## src/rtl/rv32i_pkg.sv

```systemverilog
// Shared RV32I definitions: memory access-type encodings (funct3) and arbiter state.
package rv32i_pkg;

    localparam logic [2:0] LB  = 3'b000;
    localparam logic [2:0] LH  = 3'b001;
    localparam logic [2:0] LW  = 3'b010;
    localparam logic [2:0] LBU = 3'b100;
    localparam logic [2:0] LHU = 3'b101;
    localparam logic [2:0] SB  = 3'b000;
    localparam logic [2:0] SH  = 3'b001;
    localparam logic [2:0] SW  = 3'b010;

    typedef enum logic [1:0] {
        IDLE    = 2'b00,
        IF_BUSY = 2'b01,
        LS_BUSY = 2'b10
    } arb_state_e;

    // funct3[1:0] carries the access size: 00 byte, 01 half, 10 word.
    function automatic logic is_misaligned(input logic [1:0] offset, input logic [2:0] type_access);
        logic bad;
        bad = 1'b0;
        case (type_access[1:0])
            2'b01:   bad = offset[0];
            2'b10:   bad = (offset != 2'b00);
            default: bad = 1'b0;
        endcase
        return bad;
    endfunction

endpackage

```

## src/rtl/lsu_data_align.sv

```systemverilog
// Store lane steering / byte-mask generation and load byte/half extraction with extension.
module lsu_data_align
    import rv32i_pkg::*;
(
    input  logic [1:0]  st_offset,
    input  logic [2:0]  st_type,
    input  logic [31:0] st_data,
    output logic [31:0] st_lanes,
    output logic [3:0]  st_bmask,
    input  logic [1:0]  ld_offset,
    input  logic [2:0]  ld_type,
    input  logic [31:0] ld_word,
    output logic [31:0] ld_data
);

    logic [7:0]  ld_byte;
    logic [15:0] ld_half;

    always_comb begin
        st_lanes = '0;
        st_bmask = '0;
        case (st_type[1:0])
            2'b00: begin
                st_lanes = {4{st_data[7:0]}};
                st_bmask = 4'b0001 << st_offset;
            end
            2'b01: begin
                st_lanes = {2{st_data[15:0]}};
                st_bmask = 4'b0011 << {st_offset[1], 1'b0};
            end
            default: begin
                st_lanes = st_data;
                st_bmask = 4'b1111;
            end
        endcase
    end

    always_comb begin
        ld_byte = '0;
        case (ld_offset)
            2'b00:   ld_byte = ld_word[7:0];
            2'b01:   ld_byte = ld_word[15:8];
            2'b10:   ld_byte = ld_word[23:16];
            default: ld_byte = ld_word[31:24];
        endcase
        ld_half = ld_offset[1] ? ld_word[31:16] : ld_word[15:0];
    end

    always_comb begin
        ld_data = ld_word;
        case (ld_type)
            LB:      ld_data = {{24{ld_byte[7]}}, ld_byte};
            LH:      ld_data = {{16{ld_half[15]}}, ld_half};
            LBU:     ld_data = {24'h000000, ld_byte};
            LHU:     ld_data = {16'h0000, ld_half};
            default: ld_data = ld_word;
        endcase
    end

endmodule

```

## src/rtl/mem_arbiter.sv

```systemverilog
// Single-port memory arbiter between instruction fetch and LSU: LSU priority with a
// bounded streak so fetch cannot starve, one outstanding access at a time.
module mem_arbiter
    import rv32i_pkg::*;
#(
    parameter int unsigned MAX_LSU_STREAK = 4
) (
    input  logic        i_clk,
    input  logic        i_rst_n,
    input  logic        i_if_req,
    input  logic [31:0] i_if_addr,
    output logic        o_if_gnt,
    output logic        o_if_rvalid,
    output logic [31:0] o_if_rdata,
    input  logic        i_ls_req,
    input  logic        i_ls_we,
    input  logic [31:0] i_ls_addr,
    input  logic [31:0] i_ls_wdata,
    input  logic [2:0]  i_ls_type_access,
    output logic        o_ls_gnt,
    output logic        o_ls_rvalid,
    output logic [31:0] o_ls_rdata,
    output logic        o_ls_err,
    output logic        o_mem_req,
    output logic        o_mem_we,
    output logic [31:0] o_mem_addr,
    output logic [31:0] o_mem_wdata,
    output logic [3:0]  o_mem_bmask,
    input  logic        i_mem_rvalid,
    input  logic [31:0] i_mem_rdata,
    output logic        o_busy
);

    localparam int unsigned STREAK_W = $clog2(MAX_LSU_STREAK + 1);
    localparam logic [STREAK_W-1:0] STREAK_MAX = STREAK_W'(MAX_LSU_STREAK);

    arb_state_e          state_q, state_d;
    logic [STREAK_W-1:0] streak_q;
    logic [1:0]          offset_q;
    logic [2:0]          type_q;
    logic                we_q;

    logic                ls_misaligned;
    logic [31:0]         st_lanes;
    logic [3:0]          st_bmask;
    logic [31:0]         ld_data;
    logic                unused_if_addr;

    assign unused_if_addr = ^i_if_addr[1:0];
    assign ls_misaligned  = is_misaligned(i_ls_addr[1:0], i_ls_type_access);
    assign o_busy         = (state_q != IDLE);

    lsu_data_align u_align (
        .st_offset (i_ls_addr[1:0]),
        .st_type   (i_ls_type_access),
        .st_data   (i_ls_wdata),
        .st_lanes  (st_lanes),
        .st_bmask  (st_bmask),
        .ld_offset (offset_q),
        .ld_type   (type_q),
        .ld_word   (i_mem_rdata),
        .ld_data   (ld_data)
    );

    always_ff @(posedge i_clk or negedge i_rst_n) begin
        if (!i_rst_n) begin
            state_q <= IDLE;
        end else begin
            state_q <= state_d;
        end
    end

    // Streak counts LSU wins only while fetch waits; a misaligned LSU reject never counts.
    always_ff @(posedge i_clk or negedge i_rst_n) begin
        if (!i_rst_n) begin
            streak_q <= '0;
        end else if (!i_if_req || o_if_gnt) begin
            streak_q <= '0;
        end else if (o_ls_gnt && !o_ls_err && (streak_q < STREAK_MAX)) begin
            streak_q <= streak_q + 1'b1;
        end
    end

    always_ff @(posedge i_clk or negedge i_rst_n) begin
        if (!i_rst_n) begin
            offset_q <= '0;
            type_q   <= '0;
            we_q     <= 1'b0;
        end else if (o_ls_gnt && o_mem_req) begin
            offset_q <= i_ls_addr[1:0];
            type_q   <= i_ls_type_access;
            we_q     <= i_ls_we;
        end
    end

    always_comb begin
        state_d     = state_q;
        o_if_gnt    = 1'b0;
        o_if_rvalid = 1'b0;
        o_if_rdata  = '0;
        o_ls_gnt    = 1'b0;
        o_ls_rvalid = 1'b0;
        o_ls_rdata  = '0;
        o_ls_err    = 1'b0;
        o_mem_req   = 1'b0;
        o_mem_we    = 1'b0;
        o_mem_addr  = '0;
        o_mem_wdata = '0;
        o_mem_bmask = '0;

        case (state_q)
            IDLE: begin
                // Grants are combinational, so hold them off while reset is asserted.
                if (i_rst_n) begin
                    if (i_ls_req && (!i_if_req || (streak_q < STREAK_MAX))) begin
                        o_ls_gnt = 1'b1;
                        if (ls_misaligned) begin
                            o_ls_err = 1'b1;
                        end else begin
                            o_mem_req  = 1'b1;
                            o_mem_we   = i_ls_we;
                            o_mem_addr = {i_ls_addr[31:2], 2'b00};
                            if (i_ls_we) begin
                                o_mem_wdata = st_lanes;
                                o_mem_bmask = st_bmask;
                            end
                            state_d = LS_BUSY;
                        end
                    end else if (i_if_req) begin
                        o_if_gnt   = 1'b1;
                        o_mem_req  = 1'b1;
                        o_mem_addr = {i_if_addr[31:2], 2'b00};
                        state_d    = IF_BUSY;
                    end
                end
            end
            IF_BUSY: begin
                if (i_mem_rvalid) begin
                    o_if_rvalid = 1'b1;
                    o_if_rdata  = i_mem_rdata;
                    state_d     = IDLE;
                end
            end
            LS_BUSY: begin
                if (i_mem_rvalid) begin
                    o_ls_rvalid = 1'b1;
                    o_ls_rdata  = we_q ? '0 : ld_data;
                    state_d     = IDLE;
                end
            end
            default: state_d = IDLE;
        endcase
    end

endmodule

```

## config.mk

```make
export PLATFORM = sky130hd
export DESIGN_NAME = mem_arbiter
export DESIGN_NICKNAME = d
export VERILOG_FILES = /design/src/rtl/rv32i_pkg.sv /design/src/rtl/lsu_data_align.sv /design/src/rtl/mem_arbiter.sv
export SDC_FILE = /design/constraint.sdc
export NUM_CORES = 1
export LEC_CHECK = 0
export CORE_AREA = 3 3 107 109
export CTS_CLUSTER_DIAMETER = 80
export CTS_CLUSTER_SIZE = 20
export DETAILED_ROUTE_END_ITERATION = 10
export DIE_AREA = 0 0 110 112
export MAX_ROUTING_LAYER = met4
export PLACE_DENSITY = 0.82
export SKIP_CTS_REPAIR_TIMING = 1
export SKIP_LAST_GASP = 1
export SLEW_MARGIN = 15
export SYNTH_ARGS = -nofsm -noshare
export SYNTH_HDL_FRONTEND = slang
export SYNTH_HIERARCHICAL = 1
export SYNTH_SLANG_ARGS = --single-unit
```

## constraint.sdc

```tcl
create_clock -name i_clk -period 2.2 [get_ports i_clk]
set_clock_uncertainty 0.1 [all_clocks]
set_input_delay 0.44 -clock i_clk [delete_from_list [all_inputs] [get_ports i_clk]]
set_output_delay 0.44 -clock i_clk [all_outputs]
set_load 0.05 [all_outputs]
```

==> run_1/gates.png <==
(4 px per um)
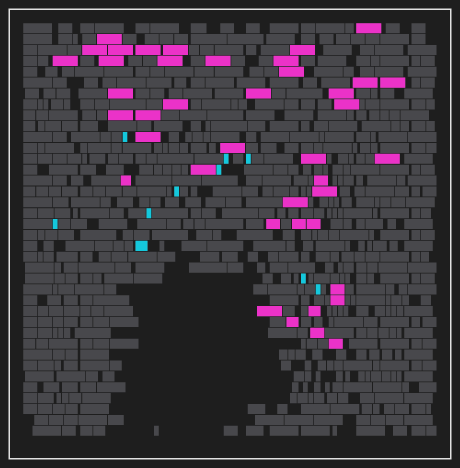
- magenta: non-inverting ao/oa cells (cells 41; most used a22o_4)
- cyan: inv cells (cells 10; most used inv_1)

==> run_1/sizing.png <==
(4 px per um)
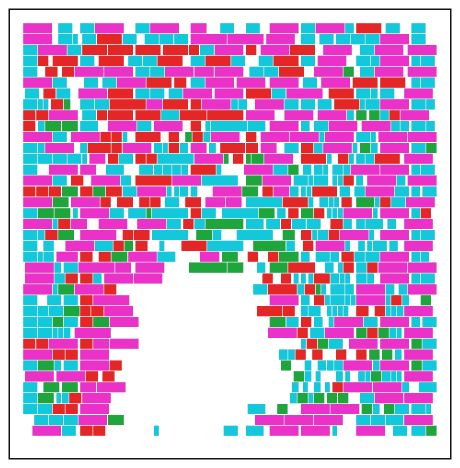
- red: x3 and x4 (cells 144; share 20%; most used buf_4)
- magenta: x6 and larger (cells 167; share 23%; most used buf_12)
- green: x2 (cells 66; share 9.2%; most used and2_2)
- cyan: x1 and smaller (cells 344; share 48%; most used clkdlybuf4s50_1)

==> run notes, run 1 <==
Update from the flow run.

Of the total power, combinational logic draws 90.0%. The synthesized netlist was found by Yosys to have 407 cells. The total clock buffers created by CTS is 3. On the critical path the data arrives at 2.01 ns.

The number of antenna violations at the first check in global routing is 3. The minimum setup slack among reg-to-reg paths is 0.19 ns. The path category of the worst min-delay check is input pin to async pin. The critical path is of the flop to output port type.

Summing all multi-input logic gate instances after layout gives 2820 um^2. The critical path ends at o_mem_addr[13]. The placed instance area is 7630 um^2. The final design utilization is 78.1%. After the last flow step, the layout net total stands at 865. In the layout the commonest cells are buf_12 (144), clkdlybuf4s50_1 (122), nand2_1 (63).

The inverter count is 10. The proportion of synthesized flip-flops having asynchronous set or reset is 100%. The worst-case IR drop observed on VDD is 0.000374 V. The fraction of standard cell area that is sequential is 3.32%. Of the total standard cell area in the layout, the multi-input combinational portion is 33.8%. The area share of and/or/nand/nor cells after synthesis is 37.8%. TritonRoute reported its final design rule violation total as 0.

For the worst-skew pair, the clock arrives at the later sink with an insertion delay of 0.25 ns. Looking at the clock tree report, the root buffer type is clkbuf_8. Per the detail_route report, routed wire per instance is 22.9 um.

The final layout reports a setup TNS of -26.77 ns. Of the post-synthesis cell area, the part taken by muxes is 13.9%. The largest net degree at the start of global routing is 38. For this design the total switching power over the nets is 2.97 mW. Across all stage logs, warnings added up to 33.

Per report_power, the Sequential row totals 0.384 mW. Summing internal, switching and leakage power gives 6.01 mW. The timing-limited maximum frequency is 393 MHz.

The startpoint of the most critical register-to-register path is state_q[1]. After filler insertion, the fill cell instance count of the layout stands at 547. The cell area after synthesis is 2900 um^2. The reg-to-reg critical path endpoint is type_q[0]. The switching fraction of total power is 49.3%. The critical path in the final layout is reported with a setup slack of -0.346 ns. The flow measured a signed area growth from synthesis to layout of 189%.

The share of the cycle needed by the critical path after routing is 116%. The checks that failed: setup timing. The count of distinct cell types in the synthesized netlist is 45.

The flow ran to the end, but the final reports show violations. The routed design uses 10300 um of met2 wire. The floorplan step defined a core boundary enclosing 10700 um^2. The cell type of the slowest stage on the worst timing path is dfrtp_1. The biggest area contributor in the post-synthesis netlist is and2_1. The commonest cells after synthesis are and2_1 (70), nand2_1 (64), and3_1 (33). The count of final setup violators is 101. The number of warnings printed during yosys synthesis is 6. The worst-case reg-to-reg path depth is 7.

The number of buffers inserted by port buffering is 272. The chip area line of the yosys report is 2900 um^2. The routed design uses 1740 um of met3 wire. The data required time reported for the critical path is 1.66 ns. Routed signal wires occupy layers up through met4. The leakage power summed over all cells is 3.81 nW. Power attributed to the clock group is 0.219 mW. The most instantiated library cell after synthesis is and2_1.
==> run_1/congestion_map.png <==
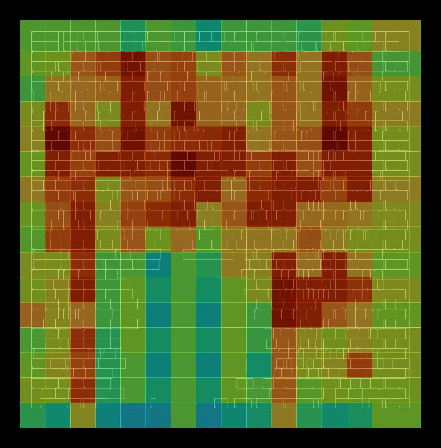
met3 track demand over resource: 5.80%
global routing met1 resource utilization: 27.8%
busiest layer in global routing: met2
met2 Use GR: 43.4%
GRT Resource Usage Total: 25.2%

==> run 2, diff against run 1 <==
HOLD_SLACK_MARGIN = 0.06   (was not set)
==> run_2/gates.png <==
(4 px per um)
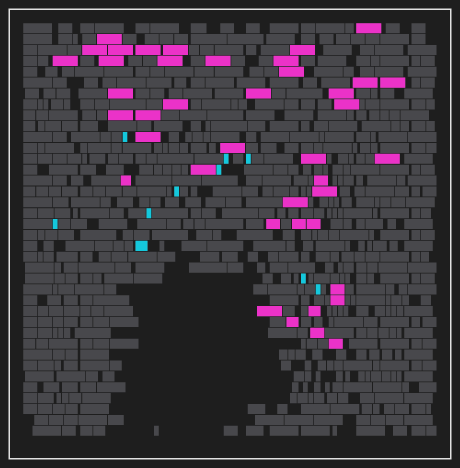
- cyan: inv cells (cells 10; most used inv_1)
- magenta: non-inverting ao/oa cells (cells 41; most used a22o_4)

==> run_2/sizing.png <==
(4 px per um)
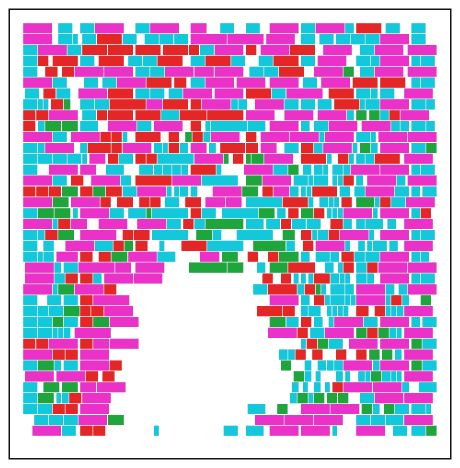
- magenta: x6 and larger (cells 167; share 23%; most used buf_12)
- red: x3 and x4 (cells 144; share 20%; most used buf_4)
- green: x2 (cells 66; share 9.2%; most used and2_2)
- cyan: x1 and smaller (cells 344; share 48%; most used clkdlybuf4s50_1)

==> run notes, run 2 <==
Update from the flow run.

The run finished, with violations left. The checks that failed: setup timing. Entering global routing, the biggest net connects 38 pins. The synthesis-stage register bit count is 11.

Summing over the stages, the warning tally comes to 33. The endpoint of the worst setup timing path is o_mem_addr[13]. The sum of negative setup slack is -26.77 ns. The reg-to-reg critical path endpoint is type_q[0].

The minimum setup slack among reg-to-reg paths is 0.19 ns. Sequential cells make up 3.32% of the cell area. By area the synthesized netlist is led by and2_1 (15%), dfrtp_1 (9.5%), a22o_1 (9.4%). After the last flow step, the layout net total stands at 865.

Per the synth stats, the flop cell with the highest instance count is dfrtp_1. The worst setup path is launched from a flop. Per the GRT log, the top usage layer is met2. The number of vias per cell after detailed routing is 5.39. The sum of met2 wire segment lengths after detailed routing is 10300 um. The mean routed wirelength per cell is 22.9 um. The cell total in the yosys stat output is 407.

In the synthesized netlist, the cells that appear most often are and2_1 (70), nand2_1 (64), and3_1 (33). The clock power share is 3.6%. The endpoint type of the worst setup path is an output port.

The area-dominant cell class after layout is buffers. The cell type of the slowest stage on the worst timing path is dfrtp_1. In the global route stage, met3 resource usage came out at 5.80%. The die covers 12300 um^2. The non-clock inverters instantiated in the layout total 10. The tree is rooted in a clkbuf_8. Along the critical path, the tally of buffer and inverter instances is 4. Per STA, the worst path is made up of inv_2 -> ha_4 -> nand3_4 -> buf_6 -> nor2_4 -> clkbuf_16 -> a22o_4 -> buf_12. The area inside the core boundary is 10700 um^2. The detailed-routed wire length on met3 is 1740 um. Data arrives at the worst endpoint at 2.01 ns. The worst hold-check slack is 0.290 ns. The die extent in x is 110 um. The number of different library cells used by synthesis comes to 45. The area share of and/or/nand/nor cells after synthesis is 37.8%. The DRC violation total left in the routed layout is recorded as 0. The flow reports an fmax of 393 MHz. After synthesis, the share of flip-flops with an asynchronous set or reset is 100%.

The power of the clock network is 0.219 mW. The count of final setup violators is 101. The path category of the worst min-delay check is input pin to async pin. The leakage power summed over all cells is 3.81 nW. The layout has 547 filler cells. The count of multi-input gates is 342. The switching fraction of total power is 49.3%.

The area of combinational cells with multiple inputs is 2820 um^2. The most instantiated library cell after synthesis is and2_1. The cell accounting for the most synthesized area is and2_1. The worst setup margin is -0.346 ns. The instance count of the mapped netlist is 407.

The critical path required time is 1.66 ns. The startpoint of the most critical register-to-register path is state_q[1]. The number of flops mapped to enable cells by yosys is 0.

For met1 alone, demand over resource in global routing was 27.8%. The routed length on met1 is 6670 um. 3 antenna diodes ended up in the layout. The post-placement cell area is 7630 um^2. The via count of the first global-routing pass is 4531.

The switching component of the power is 2.97 mW. Per the final layout report, the fraction of cells sized above drive strength 1 comes to 52.3%. The design draws 6.01 mW.

In the synthesized netlist, mux cells make up 13.9% of the area. The share of the cycle needed by the critical path after routing is 116%. The total clock buffers created by CTS is 3. The clock insertion delay at the later pin of the skew report is 0.25 ns. The worst VDD IR drop from the latest analysis is 0.000374 V. The worst-case reg-to-reg path depth is 7.

The number of buffers inserted by port buffering is 272. For the sequential group, total power comes out at 0.384 mW. For this run, the total global-route usage over all layers was measured as 25.2%. The number of warnings printed during yosys synthesis is 6. Nets still carrying antenna violations after routing amount to 0. Broken down by cell family, the worst path's largest delay share belongs to buffers and inverters.

The cell area after synthesis is 2900 um^2. Routed signal wires occupy layers up through met4. In the final layout, multi-input gates take up 33.8% of the cell area. For met2 alone, demand over resource in global routing was 43.4%. Per Yosys stat, the portion of area used by sequential elements is 9.51%.

Ranking logic cells in the layout by count gives the top entries buf_12 (144), clkdlybuf4s50_1 (122), nand2_1 (63). Combinational cells account for 90.0% of the total power. After synthesis, the chip area reported by Yosys is 2900 um^2.

The number of antenna violations at the first check in global routing is 3. In this run the layout overhead on the synthesized area is reported as 189%. Summing the areas of all fa, ha and maj instances in the mapped netlist gives 2.59% of the synthesized area. The classification of the worst setup path is flop to output port.

Of the total power, registers draw 6.4%. The finished layout reports a core utilization of 78.1%.
No activity file was given, so power comes from the tool's default toggle rates.
